The metal 2 layer:
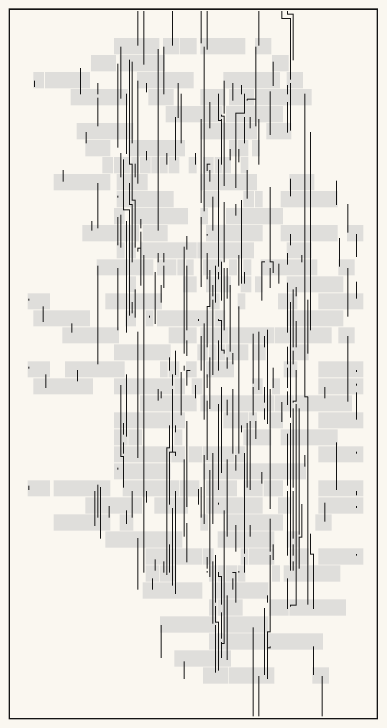
Port wiring:
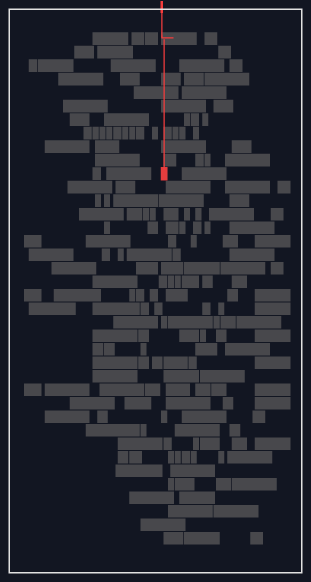
Placed standard cells:
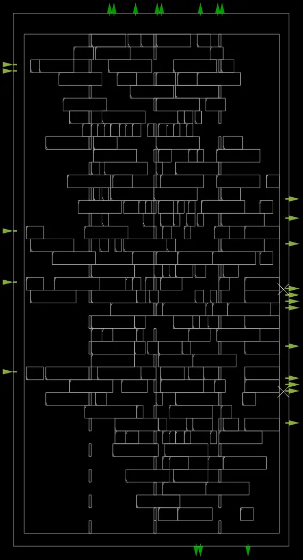
==> config.mk <==
export PLATFORM = sky130hd
export DESIGN_NAME = cdac_serial_rx
export DESIGN_NICKNAME = d
export VERILOG_FILES = /design/src/rtl/cdac_pkg.sv /design/src/rtl/cdac_serial_rx_sync_edge.sv /design/src/rtl/cdac_serial_rx.sv
export SDC_FILE = /design/constraint.sdc
export NUM_CORES = 1
export LEC_CHECK = 0
export CAP_MARGIN = 20
export CORE_ASPECT_RATIO = 2
export CORE_MARGIN = 2
export CORE_UTILIZATION = 34
export DETAILED_ROUTE_END_ITERATION = 10
export MAX_ROUTING_LAYER = met4
export SKIP_LAST_GASP = 1
export SLEW_MARGIN = 20
export SYNTH_ARGS = -nofsm -noshare
export SYNTH_HDL_FRONTEND = slang
export SYNTH_SLANG_ARGS = --single-unit
==> constraint.sdc <==
create_clock -name CLK -period 2.1 [get_ports CLK]
set_clock_uncertainty 0.2 [all_clocks]
set_input_delay 0.63 -clock CLK [delete_from_list [all_inputs] [get_ports CLK]]
set_output_delay 0.63 -clock CLK [all_outputs]
set_load 0.05 [all_outputs]
==> reports/results.tsv <==
metric	value	unit
Final Cycle Share	97.63	%
CTS tree	done	
area fraction in compound gates	6.354	%
RSZ-0062 raised after global routing	false	
Post-synth seq share	64.34	%
n_diodes	0	
met1 WL	1.304	mm
Combinational Gates	100	
DR pass1 iterations	7	
postcts setup bufs	0	
Area leader share	60.46	%
Max power group	registers	
OpenROAD warning count	28	
Detail Placement HPWL	2.394	mm
Top Metal Used	met4	
slowest CP cell	dfrtp_2	
Cells after Synth	163	
logic area	666.9	sq um
Seq pwr share	48.1	%
synthesized area	0.002028	sq mm
layout cells sized above 1	29.59	%
power per cell area	847.6	mW/mm^2
buffering overhead	15.64	%
global-route wire length before repair	5.940	mm
Clk Tree Root Cell	clkbuf_16	
antenna violations before repair	0	
die height	113.2	um
status	complete, but fails checks	
Final setup viols	0	
die width	58.62	um
cell family with most CP delay	flip-flops	
Clock buf/inv share	6.835	%
CP endpoint kind	output port	
Avg Cell Area, Syn	12.44	sq um
worst-path fanout max	5	
Initial Util	35.22	%
Peak Freq	487.7	MHz
Final #Nets	204	
PnR worst setup slack	49.76	ps
CTS H-tree depth	2	
busiest layer in global routing	met2	
Final Hold Viols	0	
Area Overhead vs Synth	31.77	%
flop share of the area	48.88	%
top area cells in the synthesized netlist	dfrtp_1 60%, mux2_2 7.2%, nand2_1 5.4%	
failing checks	design-rule violations	
Max-cap violations	0	
xor/xnor cell area share of the yosys netlist	3.023	%
flip-flop and latch power	1.09	mW
Non-CTS buffers	30	
hold_ws	111.8	ps
placed instance area	0.002489	sq mm
dpl ws	279.7	ps
Comb/total area	24.95	%
synth cell count leaders	49 x dfrtp_1, 29 x nand2_1, 15 x o21ai_0	
Register Area	0.001306	sq mm
Nets at Floorplan	172	
pin count of the biggest net entering global routing	53	
Dominant flop cell	dfrtp_1	
EDFF count, synth	0	
slowest stage delay, CP	450	ps
Late-Pin Clk Latency	290	ps
DRC viols	2	
DR vias/cell	4.918	
Dominant comb cell	simple AND/OR/NAND/NOR gates	
most common cell in the netlist	dfrtp_1	
WS Path Type	flip-flop to output port	
Multiplexer share	7.218	%
critical path arrival	1220	ps
Reg2Reg Setup Slack	310	ps
Worst R2R Path Depth	5	
About 'the metal 2 layer':
main direction	vertical
share of all routed wire	55%
via count: 1264
GR Layer Usage met2: 20.22%
Routed WL: 3.376 mm

About 'port wiring':
colour	port	bits	direction	end cells	wire
red	`BUSY`	1	output	1	33.9 um
PortBufs: 27
# IOs: 28

About 'placed standard cells':
n_taps: 61
row cnt: 39
Seq cells: 52
core area: 0.005758 sq mm

Power figures rest on the tool's default switching activity, not on a simulated workload.
